Fig. 1: cell classes on the final placement
Drawn at 8 px/um. Fill, decap, tap and diode cells in grey.
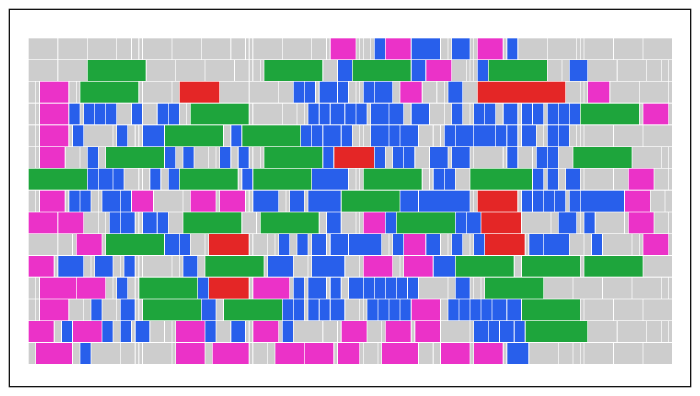
Fig. 2: sequential cells coloured by netlist name
Drawn at 8 px/um. Other sequential cells in the stronger grey, the rest of the logic in the fainter grey.
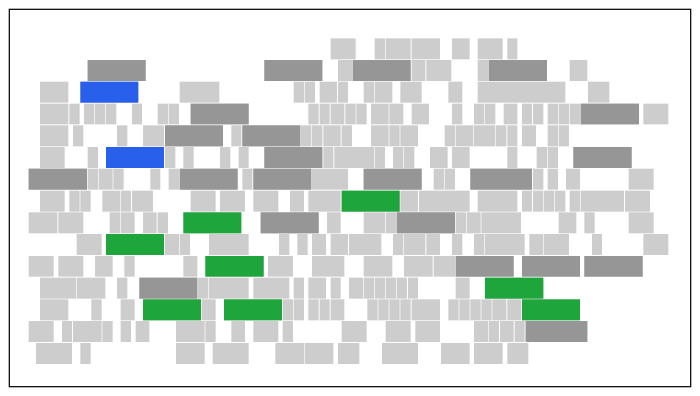
Fig. 3: congestion heat map
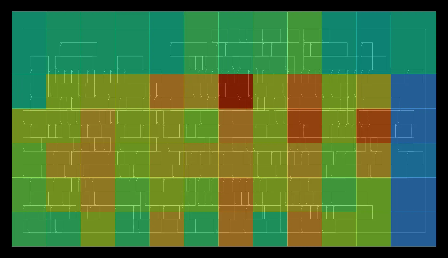
**config.mk**
```make
export PLATFORM = sky130hd
export DESIGN_NAME = err_sink_stage
export DESIGN_NICKNAME = d
export VERILOG_FILES = /design/src/rtl/err_pipe_pkg.sv /design/src/rtl/err_sink_stage_sync.sv /design/src/rtl/err_sink_stage.sv
export SDC_FILE = /design/constraint.sdc
export NUM_CORES = 1
export LEC_CHECK = 0
export ABC_AREA = 1
export CAP_MARGIN = 20
export CORE_AREA = 2 2 83 45
export DETAILED_ROUTE_END_ITERATION = 8
export DIE_AREA = 0 0 85 47
export PLACE_DENSITY = 0.77
export SYNTH_ARGS = -nofsm -noshare
export SYNTH_HDL_FRONTEND = slang
export SYNTH_SLANG_ARGS = --single-unit
```
**constraint.sdc**
```tcl
create_clock -name clk -period 1.6 [get_ports clk]
set_clock_uncertainty 0.15 [all_clocks]
set_input_delay 0.32 -clock clk [delete_from_list [all_inputs] [get_ports clk]]
set_output_delay 0.32 -clock clk [all_outputs]
set_load 0.02 [all_outputs]
```
**src/rtl/err_pipe_pkg.sv**
```systemverilog
// Shared types and constants for the error-resilient pipeline sink.
// Holds FSM state enums, the minimum synchronizer depth and the dual-rail
// encoding of the timing-error evaluation result ({Err1, Err0}).
package err_pipe_pkg;

    localparam int SYNC_MIN = 2;

    // Dual-rail rail pair, bit 1 = Err1 (error true), bit 0 = Err0 (error false).
    localparam logic [1:0] DR_NULL  = 2'b00;
    localparam logic [1:0] DR_FALSE = 2'b01;
    localparam logic [1:0] DR_TRUE  = 2'b10;

    typedef enum logic {
        D_IDLE,
        D_ACK
    } d_state_e;

    typedef enum logic {
        E_IDLE,
        E_HOLD
    } e_state_e;

    typedef enum logic [1:0] {
        R_IDLE,
        R_REQ,
        R_REL
    } r_state_e;

endpackage

```
**src/rtl/err_sink_stage_sync.sv**
```systemverilog
// hs_sync: STAGES-deep flop chain bringing an asynchronous handshake wire into clk.
// Latency: STAGES cycles. No backpressure.
// Ports: clk, rst (sync, active-high), d_i async input, q_o synchronized output.
module hs_sync #(
    parameter int STAGES = 2
) (
    input  logic clk,
    input  logic rst,
    input  logic d_i,
    output logic q_o
);

    logic [STAGES-1:0] sync_q;

    always_ff @(posedge clk) begin
        if (rst) begin
            sync_q <= '0;
        end else begin
            sync_q <= {sync_q[STAGES-2:0], d_i};
        end
    end

    assign q_o = sync_q[STAGES-1];

endmodule

```
**src/rtl/err_sink_stage.sv**
```systemverilog
// err_sink_stage: clocked right-hand neighbour of the async error-resilient controller.
// Latency: Rack / Err rails rise SYNC_STAGES+1 cycles after Rreq / sample; REreq one cycle after Err1.
// Backpressure: a full output buffer without a pop holds Rack low, stalling the controller.
// Ports:
//   Rreq/Rack, data_main          4-phase data channel from the controller
//   sample/Err1/Err0, data_shadow return-to-zero timing-error evaluation channel
//   REreq/REack                   4-phase error-request channel toward the controller
//   out_data/out_valid/out_ready  one-entry buffer toward synchronous logic
//   err_cnt                       saturating count of Err1 evaluations
module err_sink_stage
    import err_pipe_pkg::*;
#(
    parameter int WIDTH       = 8,
    parameter int SYNC_STAGES = 2,   // legal range 2..4
    parameter int CNT_W       = 8
) (
    input  logic             clk,
    input  logic             rst,
    input  logic             Rreq,
    output logic             Rack,
    input  logic [WIDTH-1:0] data_main,
    input  logic [WIDTH-1:0] data_shadow,
    input  logic             sample,
    output logic             Err1,
    output logic             Err0,
    output logic             REreq,
    input  logic             REack,
    output logic [WIDTH-1:0] out_data,
    output logic             out_valid,
    input  logic             out_ready,
    output logic [CNT_W-1:0] err_cnt
);

    // Never build a chain shorter than the metastability minimum.
    localparam int SYNC_N = (SYNC_STAGES < SYNC_MIN) ? SYNC_MIN : SYNC_STAGES;
    localparam logic [CNT_W-1:0] CNT_MAX = '1;

    logic rreq_s;
    logic sample_s;
    logic reack_s;

    hs_sync #(.STAGES(SYNC_N)) u_sync_rreq (
        .clk (clk),
        .rst (rst),
        .d_i (Rreq),
        .q_o (rreq_s)
    );

    hs_sync #(.STAGES(SYNC_N)) u_sync_sample (
        .clk (clk),
        .rst (rst),
        .d_i (sample),
        .q_o (sample_s)
    );

    hs_sync #(.STAGES(SYNC_N)) u_sync_reack (
        .clk (clk),
        .rst (rst),
        .d_i (REack),
        .q_o (reack_s)
    );

    // ------------------------------------------------------------------
    // Data channel and output buffer
    // ------------------------------------------------------------------
    d_state_e         d_state_q;
    logic             rack_q;
    logic [WIDTH-1:0] out_data_q;
    logic             out_valid_q;
    logic             pop;
    logic             buf_free;

    assign pop      = out_valid_q & out_ready;
    // A pop in the same cycle frees the slot for an immediate capture.
    assign buf_free = ~out_valid_q | pop;

    always_ff @(posedge clk) begin
        if (rst) begin
            d_state_q   <= D_IDLE;
            rack_q      <= 1'b0;
            out_data_q  <= '0;
            out_valid_q <= 1'b0;
        end else begin
            if (pop) begin
                out_valid_q <= 1'b0;
            end
            case (d_state_q)
                D_IDLE: begin
                    if (rreq_s && buf_free) begin
                        out_data_q  <= data_main;
                        out_valid_q <= 1'b1;   // overrides the pop clear above
                        rack_q      <= 1'b1;
                        d_state_q   <= D_ACK;
                    end
                end
                D_ACK: begin
                    if (!rreq_s) begin
                        rack_q    <= 1'b0;
                        d_state_q <= D_IDLE;
                    end
                end
                default: begin
                    rack_q    <= 1'b0;
                    d_state_q <= D_IDLE;
                end
            endcase
        end
    end

    // ------------------------------------------------------------------
    // Timing-error evaluation (dual-rail, return-to-zero)
    // ------------------------------------------------------------------
    e_state_e   e_state_q;
    logic [1:0] rail_q;
    logic       eval_now;
    logic       mismatch;
    logic       err_event;

    // out_data_q here is the pre-capture word when a capture lands in the same cycle.
    assign eval_now  = (e_state_q == E_IDLE) && sample_s;
    assign mismatch  = (data_shadow != out_data_q);
    assign err_event = eval_now && mismatch;

    always_ff @(posedge clk) begin
        if (rst) begin
            e_state_q <= E_IDLE;
            rail_q    <= DR_NULL;
        end else begin
            case (e_state_q)
                E_IDLE: begin
                    if (sample_s) begin
                        rail_q    <= mismatch ? DR_TRUE : DR_FALSE;
                        e_state_q <= E_HOLD;
                    end
                end
                E_HOLD: begin
                    if (!sample_s) begin
                        rail_q    <= DR_NULL;
                        e_state_q <= E_IDLE;
                    end
                end
                default: begin
                    rail_q    <= DR_NULL;
                    e_state_q <= E_IDLE;
                end
            endcase
        end
    end

    // ------------------------------------------------------------------
    // Error-request channel with a 1-deep pending flag
    // ------------------------------------------------------------------
    r_state_e r_state_q;
    logic     rereq_q;
    logic     pend_q;
    logic     issue;

    assign issue = (r_state_q == R_IDLE) && pend_q && !reack_s;

    always_ff @(posedge clk) begin
        if (rst) begin
            r_state_q <= R_IDLE;
            rereq_q   <= 1'b0;
            pend_q    <= 1'b0;
        end else begin
            // A fresh error wins over the consume so it is not lost.
            if (err_event) begin
                pend_q <= 1'b1;
            end else if (issue) begin
                pend_q <= 1'b0;
            end
            case (r_state_q)
                R_IDLE: begin
                    if (issue) begin
                        rereq_q   <= 1'b1;
                        r_state_q <= R_REQ;
                    end
                end
                R_REQ: begin
                    if (reack_s) begin
                        rereq_q   <= 1'b0;
                        r_state_q <= R_REL;
                    end
                end
                R_REL: begin
                    if (!reack_s) begin
                        r_state_q <= R_IDLE;
                    end
                end
                default: begin
                    rereq_q   <= 1'b0;
                    r_state_q <= R_IDLE;
                end
            endcase
        end
    end

    // ------------------------------------------------------------------
    // Saturating error counter
    // ------------------------------------------------------------------
    logic [CNT_W-1:0] cnt_q;
    logic [CNT_W-1:0] cnt_d;

    assign cnt_d = (err_event && (cnt_q != CNT_MAX)) ? cnt_q + 1'b1 : cnt_q;

    always_ff @(posedge clk) begin
        if (rst) begin
            cnt_q <= '0;
        end else begin
            cnt_q <= cnt_d;
        end
    end

    assign Rack      = rack_q;
    assign Err1      = rail_q[1];
    assign Err0      = rail_q[0];
    assign REreq     = rereq_q;
    assign out_data  = out_data_q;
    assign out_valid = out_valid_q;
    assign err_cnt   = cnt_q;

endmodule

```
==> run notes <==
On the backend side, the flow ran end to end.

The number of clock sinks seen by CTS stands at 32. Post-route period utilization is reported as 95.31%. The number of top-level pins stands at 43. sky130_fd_sc_hd__dfxtp_1 takes more of the synthesized area than any other cell. The setup slack after placement stands at -0.2965 ns. In this run, the synthesized area fraction spent on AND-OR/OR-AND gates is recorded as 8.348%. The library cell used most frequently in the layout, excluding fill and tap cells, is sky130_fd_sc_hd__nand2_1. The design draws 1.923 mW. The net count after synthesis stands at 234.

Looking at the reg2reg group, the worst path starts from err_cnt[0]. Of the combinational cells, the family taking the most area is simple AND/OR/NAND/NOR gates. CTS built an H-tree with a depth of 2. Synthesis inferred 32 register bits.

The synthesized netlist occupies a cell area of 1454 um^2. OpenSTA lists the critical path endpoint as err_cnt[1]. STA classifies the critical path startpoint as an input port. The time the worst path needs with I/O delays and setup stands at 1.525 ns. The internal reg-to-reg setup slack stands at 0.10 ns. The first detailed-routing pass ran for 5 iterations.

After layout, the worst setup slack is 0.07512 ns. RePlAce ended its routability-driven mode at a weighted congestion of 0.8246. Summing the areas of all fa, ha and maj instances in the mapped netlist gives 1.721% of the synthesized area. The area growth from synthesis to layout stands at 44.66%.

Looking at the area split, the leading class of cells is combinational gates. The count of endpoints failing hold in the final timing report stands at 0. Per STA, the worst path accumulates the most delay in the family simple AND/OR/NAND/NOR gates. The worst setup path is captured at a register. The number of cells in the finished layout apart from fillers stands at 303. Headroom to the max-slew limit came out at 72.17%. The peak supply drop stands at 508.5 uV.

The xor-xnor portion of the synthesized cell area stands at 1.807%. The total area of multi-input combinational cells stands at 683.2 um^2. Sorting the synthesis cell report by count puts at the top sky130_fd_sc_hd__nand2_1. The final wirelength stands at 3575 um. The number of clock-tree buffers in the layout stands at 7. For this design the total switching power over the nets is 0.4365 mW. The number of slew-limit violations in the final report stands at 0. The final hold slack stands at 0.2575 ns. Leaving out fill and tap cells, the most frequent cells in the layout are 40 x sky130_fd_sc_hd__nand2_1, 34 x sky130_fd_sc_hd__inv_1, 31 x sky130_fd_sc_hd__nor2_1, 30 x sky130_fd_sc_hd__dfxtp_1, 21 x sky130_fd_sc_hd__dlygate4sd2_1. After clock tree synthesis, the clock-pin slew on the worst setup and hold paths is 0.07 ns. In this run, the synthesized area fraction spent on and/or/nand/nor cells is recorded as 31.24%.

The count of nets left with antenna violations after detail routing stands at 0. The worst setup path is of the input port to register kind. In this run the most critical hold path is launched from u_sync_sample.sync_q[0]. The critical path crosses 10 cells after its start point. The non-clock buffer share of cell area stands at 21.48%.

The first global-routing pass estimated 5437 um of wire. Yosys reported that registers with async set or reset make up 0%. The most numerous cell type found on the critical path is sky130_fd_sc_hd__nand2_1. The sequential cell area fraction in the yosys report stands at 44.06%.

The cell count listed in synth_stat.txt stands at 210. The post-CTS setup buffer count stands at 0. The half-perimeter wire length of the detailed placement result stands at 2425 um. The cell resize tally after clock tree synthesis stands at 21.

The internal portion of the total power is 1.486 mW. The layout has 48 buffers outside the clock class. The tap cell count stands at 42. The area fraction of the largest cell type after synthesis is 44.06%. The layout has 302 filler cells. STA shows the worst min-delay path finishing at u_sync_sample.sync_q[1].

Entering global routing, the biggest net connects 15 pins. The initial utilization of the core area, before any placement, comes to 44.27%. For this run, the script counts the antenna cells in the layout as 0.

STA lists the maximum fanout along the critical path as 7. The clock network area share stands at 6.008%. The flow ran to the end, and the final reports show no timing, DRC or antenna violations. The hold-fix buffer count after cts stands at 0. The count of nets after finishing stands at 284.

The layout multi-input combinational cell count stands at 134. In this design, the stage delay of the slowest critical-path cell is 0.47 ns. In this run the worst setup path begins at data_shadow[0].

Per the skew report, the later register of the worst-skew pair sees a clock latency of 0.28 ns. The number of buffers and inverters on the critical path is 1. In this run the critical register-to-register path is captured at err_cnt[5].

Power spread over the standard cell area amounts to 914.3 nW/um^2. TritonCTS built the clock tree. The via count of the first global-routing pass stands at 1,266. The violation tally from detailed-route iteration zero stands at 93. The power attributed to combinational cells stands at 0.230 mW. Clock tree synthesis inserted a total of 5 buffers. After floorplanning, the die was sized to cover 3995 um^2.

Looking at the critical path, the single cell with the biggest stage delay is sky130_fd_sc_hd__clkdlybuf4s50_1.
Notes on Fig. 1 above:
Key: clock drivers and dummy loads = red [cells 8, share of their area 6.2%]; flops = green [cells 32, share of their area 31%]; combinational and other logic = blue [cells 173, share of their area 40%]; other buffers and delay cells = magenta [cells 48, share of their area 22%]
fraction of standard cell area that is sequential: 30.58%
Final Core Density: 64.04%
number of rows created at floorplan: 15
Finished Cell Area: 2103 um^2
floorplan core area: 3284 um^2

Notes on Fig. 2 above:
Key: u_sync_rreq.sync_q = blue [flops 2]; out_data = green [flops 8]
flip-flop and latch power: 0.853 mW
sequential cell area: 643.1 um^2

Notes on Fig. 3 above:
GR Util met2: 26.09%
average routed wire per standard cell: 11.80 um
global-route layer with the greatest usage: met2
all-layer global routing usage: 18.10%
routing usage on met1: 25.35%

-- worst reg2reg max path, stage by stage (launching register included) --
cell	delay (ns)
sky130_fd_sc_hd__dfxtp_2	0.35
sky130_fd_sc_hd__ha_2	0.20
sky130_fd_sc_hd__nand2_2	0.08
sky130_fd_sc_hd__inv_2	0.10
sky130_fd_sc_hd__nand3_2	0.14
sky130_fd_sc_hd__nand2_1	0.10
sky130_fd_sc_hd__inv_1	0.06
sky130_fd_sc_hd__nand3_1	0.08
sky130_fd_sc_hd__nand2_1	0.06
sky130_fd_sc_hd__nand2_1	0.05
sky130_fd_sc_hd__nor2_1	0.04
-- routing by layer --
layer,vias to the layer above,global-route usage [%],share of wire (%)
met2,44,26.09,43
met3,0,6.503,7.3
li1,743,-,-
met1,637,25.35,50
met4,0,6.349,0
met5,-,0,0
No activity file was given, so power comes from the tool's default toggle rates.
